**config.mk**
```make
export PLATFORM = sky130hd
export DESIGN_NAME = memory_arbiter_flat
export DESIGN_NICKNAME = d
export VERILOG_FILES = /design/src/rtl/memory_arbiter_if.sv /design/src/rtl/memory_arbiter.sv /design/src/flat_wrapper.sv
export SDC_FILE = /design/constraint.sdc
export NUM_CORES = 1
export LEC_CHECK = 0
export CAP_MARGIN = 20
export CORE_ASPECT_RATIO = 1.75
export CORE_MARGIN = 2
export CORE_UTILIZATION = 30
export DETAILED_ROUTE_END_ITERATION = 6
export GPL_TIMING_DRIVEN = 0
export PLACE_DENSITY_LB_ADDON = 0.25
export SYNTH_ARGS = -nofsm -noshare
export SYNTH_HDL_FRONTEND = slang
export SYNTH_SLANG_ARGS = --single-unit
```
**constraint.sdc**
```tcl
create_clock -name clk -period 3.26 [get_ports clk]
set_input_delay 0.652 -clock clk [delete_from_list [all_inputs] [get_ports clk]]
set_output_delay 0.652 -clock clk [all_outputs]
set_load 0.05 [all_outputs]
```
**src/rtl/memory_arbiter_if.sv**
```systemverilog
// memory_arbiter bus bundle: fetch port, data port and memory macro side.
// slave is the arbiter view; master is the requester/memory view.
interface memory_arbiter_if #(
  parameter int ADDR_W = 16,
  parameter int DATA_W = 16
);
  logic              if_req;
  logic [ADDR_W-1:0] if_addr;
  logic              if_cancel;
  logic              if_ready;
  logic [DATA_W-1:0] if_data;

  logic              dm_req;
  logic              dm_we;
  logic [ADDR_W-1:0] dm_addr;
  logic [DATA_W-1:0] dm_wdata;
  logic              dm_ready;
  logic [DATA_W-1:0] dm_rdata;

  logic              mem_en;
  logic              mem_wr;
  logic [ADDR_W-1:0] mem_addr;
  logic [DATA_W-1:0] mem_wdata;
  logic [DATA_W-1:0] mem_rdata;

  logic              busy;

  modport slave (
    input  if_req, if_addr, if_cancel,
    input  dm_req, dm_we, dm_addr, dm_wdata,
    input  mem_rdata,
    output if_ready, if_data,
    output dm_ready, dm_rdata,
    output mem_en, mem_wr, mem_addr, mem_wdata,
    output busy
  );

  modport master (
    output if_req, if_addr, if_cancel,
    output dm_req, dm_we, dm_addr, dm_wdata,
    output mem_rdata,
    input  if_ready, if_data,
    input  dm_ready, dm_rdata,
    input  mem_en, mem_wr, mem_addr, mem_wdata,
    input  busy
  );
endinterface

```
**src/rtl/memory_arbiter.sv**
```systemverilog
// Single-port fixed-latency memory arbiter between fetch and data stages.
// One access in flight; data has priority, alternating to avoid fetch starvation.
module memory_arbiter #(
  parameter int ADDR_W      = 16,
  parameter int DATA_W      = 16,
  parameter int MEM_LATENCY = 4
) (
  input logic            clk,
  input logic            rst,
  memory_arbiter_if.slave bus
);
  localparam int            CW   = $clog2(MEM_LATENCY + 1);
  localparam logic [CW-1:0] LAST = CW'(MEM_LATENCY - 1);

  typedef enum logic [1:0] {
    IDLE,
    IF_ACC,
    DM_ACC
  } state_e;

  state_e            state_q, state_d;
  logic [CW-1:0]     cnt_q, cnt_d;
  logic              last_dm_q, last_dm_d;
  logic              cancel_q, cancel_d;
  logic              we_q, we_d;
  logic [ADDR_W-1:0] addr_q, addr_d;
  logic [DATA_W-1:0] wdata_q, wdata_d;
  logic [DATA_W-1:0] if_data_q, if_data_d;
  logic [DATA_W-1:0] dm_rdata_q, dm_rdata_d;
  logic              if_ready_q, if_ready_d;
  logic              dm_ready_q, dm_ready_d;
  logic              mem_en_q, mem_en_d;
  logic              mem_wr_q, mem_wr_d;
  logic              busy_q, busy_d;

  logic dm_elig;
  logic if_elig;
  logic grant_if;
  logic grant_dm;
  logic done;

  // A requester being handed its ready pulse sits out this arbitration.
  assign dm_elig  = bus.dm_req & ~dm_ready_q;
  assign if_elig  = bus.if_req & ~if_ready_q & ~bus.if_cancel;
  assign grant_if = if_elig & (~dm_elig | last_dm_q);
  assign grant_dm = dm_elig & ~grant_if;
  assign done     = (cnt_q == LAST);

  always_comb begin
    state_d    = state_q;
    cnt_d      = cnt_q;
    last_dm_d  = last_dm_q;
    cancel_d   = cancel_q;
    we_d       = we_q;
    addr_d     = addr_q;
    wdata_d    = wdata_q;
    if_data_d  = if_data_q;
    dm_rdata_d = dm_rdata_q;
    if_ready_d = 1'b0;
    dm_ready_d = 1'b0;
    mem_en_d   = mem_en_q;
    mem_wr_d   = mem_wr_q;
    busy_d     = busy_q;

    unique case (state_q)
      IDLE: begin
        unique case (1'b1)
          grant_if: begin
            state_d = IF_ACC;
            addr_d  = bus.if_addr;
          end
          grant_dm: begin
            state_d = DM_ACC;
            addr_d  = bus.dm_addr;
          end
          default: ;
        endcase
        if (grant_if | grant_dm) begin
          cnt_d    = '0;
          cancel_d = 1'b0;
          we_d     = grant_dm & bus.dm_we;
          wdata_d  = bus.dm_wdata;
          mem_en_d = 1'b1;
          mem_wr_d = grant_dm & bus.dm_we;
          busy_d   = 1'b1;
        end
      end
      IF_ACC, DM_ACC: begin
        cnt_d = cnt_q + 1'b1;
        if (state_q == IF_ACC && bus.if_cancel) begin
          cancel_d = 1'b1;
        end
        if (done) begin
          state_d  = IDLE;
          cancel_d = 1'b0;
          mem_en_d = 1'b0;
          mem_wr_d = 1'b0;
          busy_d   = 1'b0;
          if (state_q == IF_ACC) begin
            // Flushed fetches still land in if_data but stay silent.
            if_data_d  = bus.mem_rdata;
            if_ready_d = ~(cancel_q | bus.if_cancel);
            last_dm_d  = 1'b0;
          end else begin
            if (!we_q) begin
              dm_rdata_d = bus.mem_rdata;
            end
            dm_ready_d = 1'b1;
            last_dm_d  = 1'b1;
          end
        end
      end
      default: state_d = IDLE;
    endcase
  end

  always_ff @(posedge clk or posedge rst) begin
    if (rst) begin
      state_q    <= IDLE;
      cnt_q      <= '0;
      last_dm_q  <= 1'b0;
      cancel_q   <= 1'b0;
      we_q       <= 1'b0;
      addr_q     <= '0;
      wdata_q    <= '0;
      if_data_q  <= '0;
      dm_rdata_q <= '0;
      if_ready_q <= 1'b0;
      dm_ready_q <= 1'b0;
      mem_en_q   <= 1'b0;
      mem_wr_q   <= 1'b0;
      busy_q     <= 1'b0;
    end else begin
      state_q    <= state_d;
      cnt_q      <= cnt_d;
      last_dm_q  <= last_dm_d;
      cancel_q   <= cancel_d;
      we_q       <= we_d;
      addr_q     <= addr_d;
      wdata_q    <= wdata_d;
      if_data_q  <= if_data_d;
      dm_rdata_q <= dm_rdata_d;
      if_ready_q <= if_ready_d;
      dm_ready_q <= dm_ready_d;
      mem_en_q   <= mem_en_d;
      mem_wr_q   <= mem_wr_d;
      busy_q     <= busy_d;
    end
  end

  assign bus.if_ready  = if_ready_q;
  assign bus.if_data   = if_data_q;
  assign bus.dm_ready  = dm_ready_q;
  assign bus.dm_rdata  = dm_rdata_q;
  assign bus.mem_en    = mem_en_q;
  assign bus.mem_wr    = mem_wr_q;
  assign bus.mem_addr  = addr_q;
  assign bus.mem_wdata = wdata_q;
  assign bus.busy      = busy_q;

  a_rdy_excl: assert property (@(posedge clk) disable iff (rst)
    !(if_ready_q && dm_ready_q));
  a_wr_en: assert property (@(posedge clk) disable iff (rst)
    mem_wr_q |-> mem_en_q);
endmodule

```
**src/flat_wrapper.sv**
```systemverilog
// flat-port wrapper written by rule: the top's interface ports become plain ports
module memory_arbiter_flat 
#(
  parameter int ADDR_W      = 16,
  parameter int DATA_W      = 16,
  parameter int MEM_LATENCY = 4
)
  (clk, rst, bus_if_req, bus_if_addr, bus_if_cancel, bus_dm_req, bus_dm_we, bus_dm_addr, bus_dm_wdata, bus_mem_rdata, bus_if_ready, bus_if_data, bus_dm_ready, bus_dm_rdata, bus_mem_en, bus_mem_wr, bus_mem_addr, bus_mem_wdata, bus_busy);
  memory_arbiter_if #(.ADDR_W(ADDR_W), .DATA_W(DATA_W)) bus_i ();
  input logic clk;
  input logic rst;
  input wire logic [$bits(bus_i.if_req)-1:0] bus_if_req;
  input wire logic [$bits(bus_i.if_addr)-1:0] bus_if_addr;
  input wire logic [$bits(bus_i.if_cancel)-1:0] bus_if_cancel;
  input wire logic [$bits(bus_i.dm_req)-1:0] bus_dm_req;
  input wire logic [$bits(bus_i.dm_we)-1:0] bus_dm_we;
  input wire logic [$bits(bus_i.dm_addr)-1:0] bus_dm_addr;
  input wire logic [$bits(bus_i.dm_wdata)-1:0] bus_dm_wdata;
  input wire logic [$bits(bus_i.mem_rdata)-1:0] bus_mem_rdata;
  output wire logic [$bits(bus_i.if_ready)-1:0] bus_if_ready;
  output wire logic [$bits(bus_i.if_data)-1:0] bus_if_data;
  output wire logic [$bits(bus_i.dm_ready)-1:0] bus_dm_ready;
  output wire logic [$bits(bus_i.dm_rdata)-1:0] bus_dm_rdata;
  output wire logic [$bits(bus_i.mem_en)-1:0] bus_mem_en;
  output wire logic [$bits(bus_i.mem_wr)-1:0] bus_mem_wr;
  output wire logic [$bits(bus_i.mem_addr)-1:0] bus_mem_addr;
  output wire logic [$bits(bus_i.mem_wdata)-1:0] bus_mem_wdata;
  output wire logic [$bits(bus_i.busy)-1:0] bus_busy;
  assign bus_i.if_req = bus_if_req;
  assign bus_i.if_addr = bus_if_addr;
  assign bus_i.if_cancel = bus_if_cancel;
  assign bus_i.dm_req = bus_dm_req;
  assign bus_i.dm_we = bus_dm_we;
  assign bus_i.dm_addr = bus_dm_addr;
  assign bus_i.dm_wdata = bus_dm_wdata;
  assign bus_i.mem_rdata = bus_mem_rdata;
  assign bus_if_ready = bus_i.if_ready;
  assign bus_if_data = bus_i.if_data;
  assign bus_dm_ready = bus_i.dm_ready;
  assign bus_dm_rdata = bus_i.dm_rdata;
  assign bus_mem_en = bus_i.mem_en;
  assign bus_mem_wr = bus_i.mem_wr;
  assign bus_mem_addr = bus_i.mem_addr;
  assign bus_mem_wdata = bus_i.mem_wdata;
  assign bus_busy = bus_i.busy;
  memory_arbiter #(.ADDR_W(ADDR_W), .DATA_W(DATA_W), .MEM_LATENCY(MEM_LATENCY)) u_core (.clk(clk), .rst(rst), .bus(bus_i));
endmodule
```
run_1/m1.png
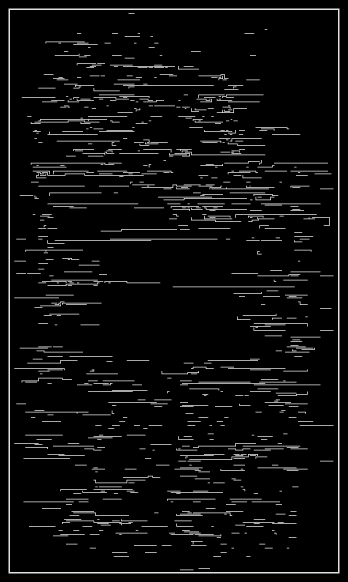
main direction: horizontal
longest straight run: 30.4 um
wire length on this layer: 2,930 um
share of all routed wire: 36%

run_1/m2.png
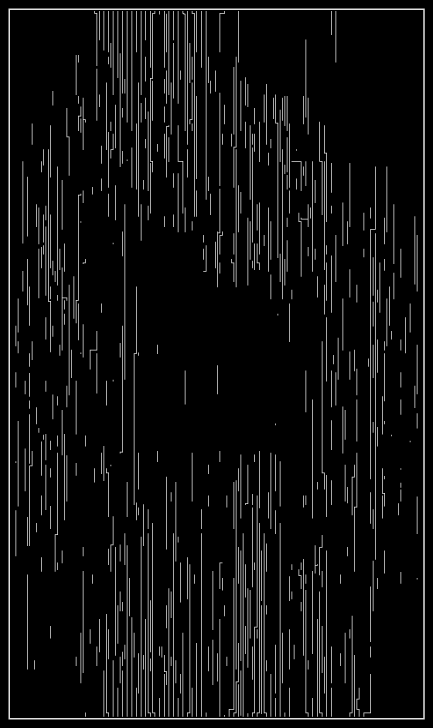
longest straight run: 64.6 um
wire length on this layer: 4,550 um

==> metrics.cfg, run 1 <==
[finish]
inv_count=7
fillers=975
signal_buffers=149
fin_area_um2=5045
combAreaFraction_pct=23.51
commonest_non_fill_non_tap_cell_in_the_layout=clkdlybuf4s50_1

[global_routing]
global_route_wire_length_before_repair_mm=12.68
grt_max_degree=71

[floorplan]
die.size.x_um=81.94
fp_util_pct=30.96
floorplan.io_pins=139

[synthesis]
yosys_area_um2=3189
synth_area_leader=dfrtp_1
yosysWarnings=0
yosys.cell_count.top_type=dfrtp_1
compound_gate_fraction_of_synth_area_pct=6.552
simple_gate_share_pct=5.924
yosys_cells=235
synthMuxAreaShare_pct=21.97

[drt]
routedWlPerCell_um=15.77
via_count=2360
drt_iter0_drc=86
route.met3.wl_um=401

[worst_setup_path]
crit_start=u_core.bus.mem_en
worst_setup_path_type=reg2out
worst-endpoint-required_ns=2.61
worst-path-buf-inv=2
critical-path-top-delay-family=buffers and inverters
worst-path-max-fanout=3

[pwr]
p_sw_mw=2.372
power_switching_share_pct=44.30
power_top_consumer=combinational logic
p_seq_share_pct=28.6
clock_group_power_mw=0.966
combinationalPowerShare_pct=53.4
clk_network_pwr_share_pct=18.0

[worst_hold_path]
min_path_type=reg2reg
min_path_cells=1

[outcome]
run_status=finished, final reports clean

[timing]
finalClockPeriodUsage_pct=68.96
setup_violations=0
grt_setup_unrepaired=false
tightest_slew_ns=0.5760
finalMaxSlewViolations=0

[clock_tree]
clock_sinks=76
cts_setup_buffers=0

[place]
globalplace.congestion=0.7343

run_1/m3.png
Bar = 20 um.
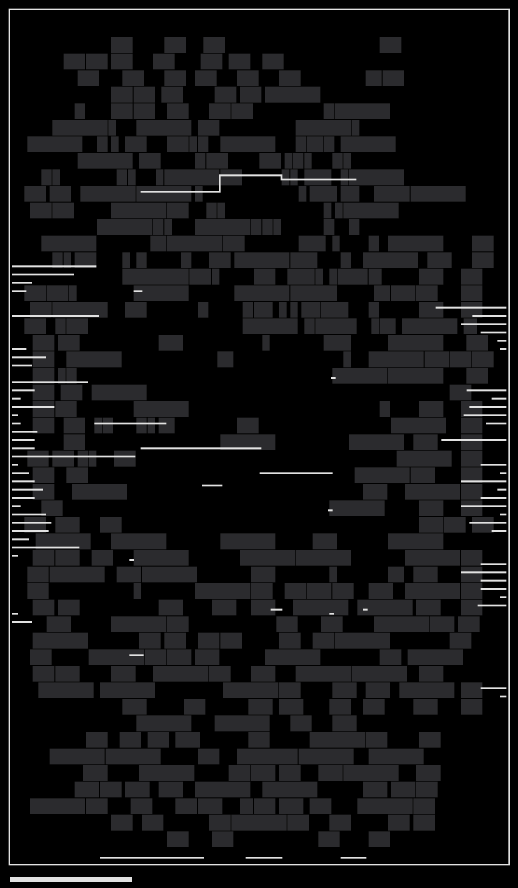
nets with wire on the layer: 66
wire length on this layer: 401 um
share of all routed wire: 4.9%
longest straight run: 20.0 um

==> inputs of run 2 (changes only) <==
- clock period: 3.26 -> 2.2 ns (I/O delays scaled with it)
run_2/m3.png
Bar = 20 um.
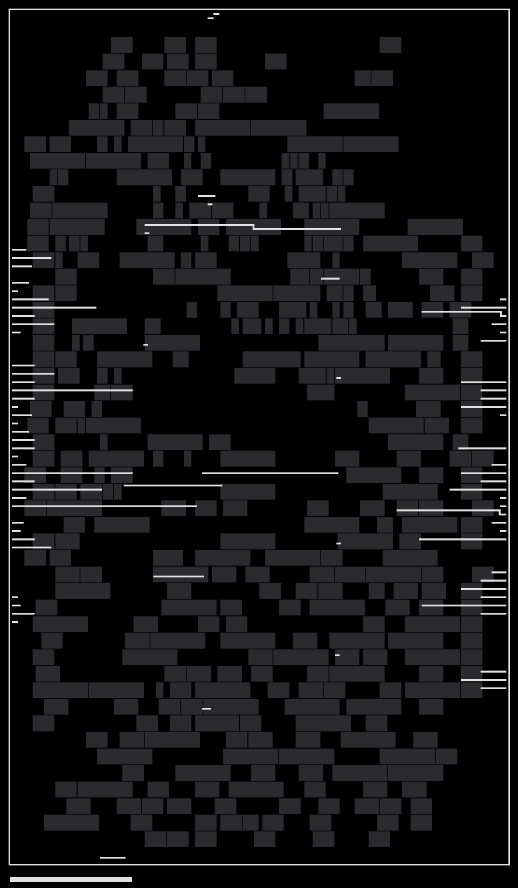
main direction: horizontal
nets with wire on the layer: 72
longest straight run: 30.1 um
share of all routed wire: 5.5%
wire length on this layer: 445 um

==> metrics.cfg, run 2 <==
[pwr]
clk_network_pwr_share_pct=18.5
internal-power_mw=4.463
clock_group_power_mw=1.48
p_seq_share_pct=28.5
combinationalPowerShare_pct=53.0
seq-power_mw=2.28
p_sw_mw=3.526
power_switching_share_pct=44.13
power_top_consumer=combinational logic
static-leakage-power_nw=2.197

[worst_setup_path]
crit_start=u_core.bus.mem_en
max_stage_delay_ns=0.79
worst-path-buf-inv=2
critical-path-top-delay-family=buffers and inverters
regToRegStartpoint=u_core.state_q[1]
setup.worst_path.end=bus_mem_en
worst-endpoint-required_ns=1.76
regToRegSetupSlack_ns=0.19
timing.critical_path.slowest_stage_cell=clkdlybuf4s50_1
worst_setup_path_type=reg2out
worst-path-max-fanout=3
cp_data_arrival_time_ns=1.60

[timing]
finalMaxSlewViolations=0
final.hold.worst_slack_ns=0.4626
finalClockPeriodUsage_pct=92.63
tightest_slew_ns=0.7771
timing.max_slew.rel_slack_pct=48.08
setup_violations=0
grt_setup_unrepaired=false
final_period_minus_worst_setup_slack_ns=2.038

[place]
placedCellCount=501
place_ws_ns=-0.1618
globalplace.congestion=0.7071
io_buffers=138

[clock_tree]
post_cts_gate_resize_count=0
clk_latency_ns=0.33
clock_sinks=76
cts_setup_buffers=0
htree_num_levels=3
cts_inserted_buffers=9

[floorplan]
floorplan.io_pins=139
fp_util_pct=30.96
die.size.x_um=81.94

[synthesis]
postSynth.asyncResetShare_pct=100.0
compound_gate_fraction_of_synth_area_pct=6.552
synth_area_leader=dfrtp_1
synth-seq-cells=76
area_leaders=dfrtp_1 60%, mux2_2 16%, mux2i_1 5.0%
yosys_cells=235
top_area_share_pct=59.63
yosysWarnings=0
edf_count=0
synth_xor_xnor_area_share_pct=0
simple_gate_share_pct=5.924
yosys.cell_count.top_type=dfrtp_1
yosys_area_um2=3189
synthMuxAreaShare_pct=21.97

[drt]
via_count=2385
wl_met2_mm=4.351
drt_iter0_drc=61
route.met3.wl_um=444
met1Wirelength_mm=2.980

[finish]
clock_tree_area_fraction_pct=5.960
commonest_non_fill_non_tap_cell_in_the_layout=clkdlybuf4s50_1
fillers=976
ff_count=76
signal_buffers=154
inv_count=7
final-instance-count-excl-fill=522
multi_input_comb_area_um2=1191
fin_area_um2=5101
combAreaFraction_pct=23.35

[global_routing]
global_route_wire_length_before_repair_mm=12.61
grt_overflow=0
first_global_vias=2561
grt_max_degree=42

[outcome]
run_status=finished, final reports clean

[worst_hold_path]
min_path_cells=1
min_path_type=reg2reg

run_2/congestion_map.png
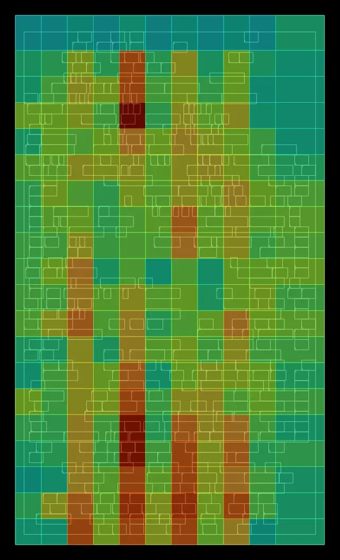
wire per inst: 15.37 um
met1 track utilization from global routing: 15.27%
GR met2 Demand/Resource: 25.97%
most congested layer reported by global routing: met2
final standard cell utilization of the core: 49.53%

Power is estimated from default activity; no workload was simulated.
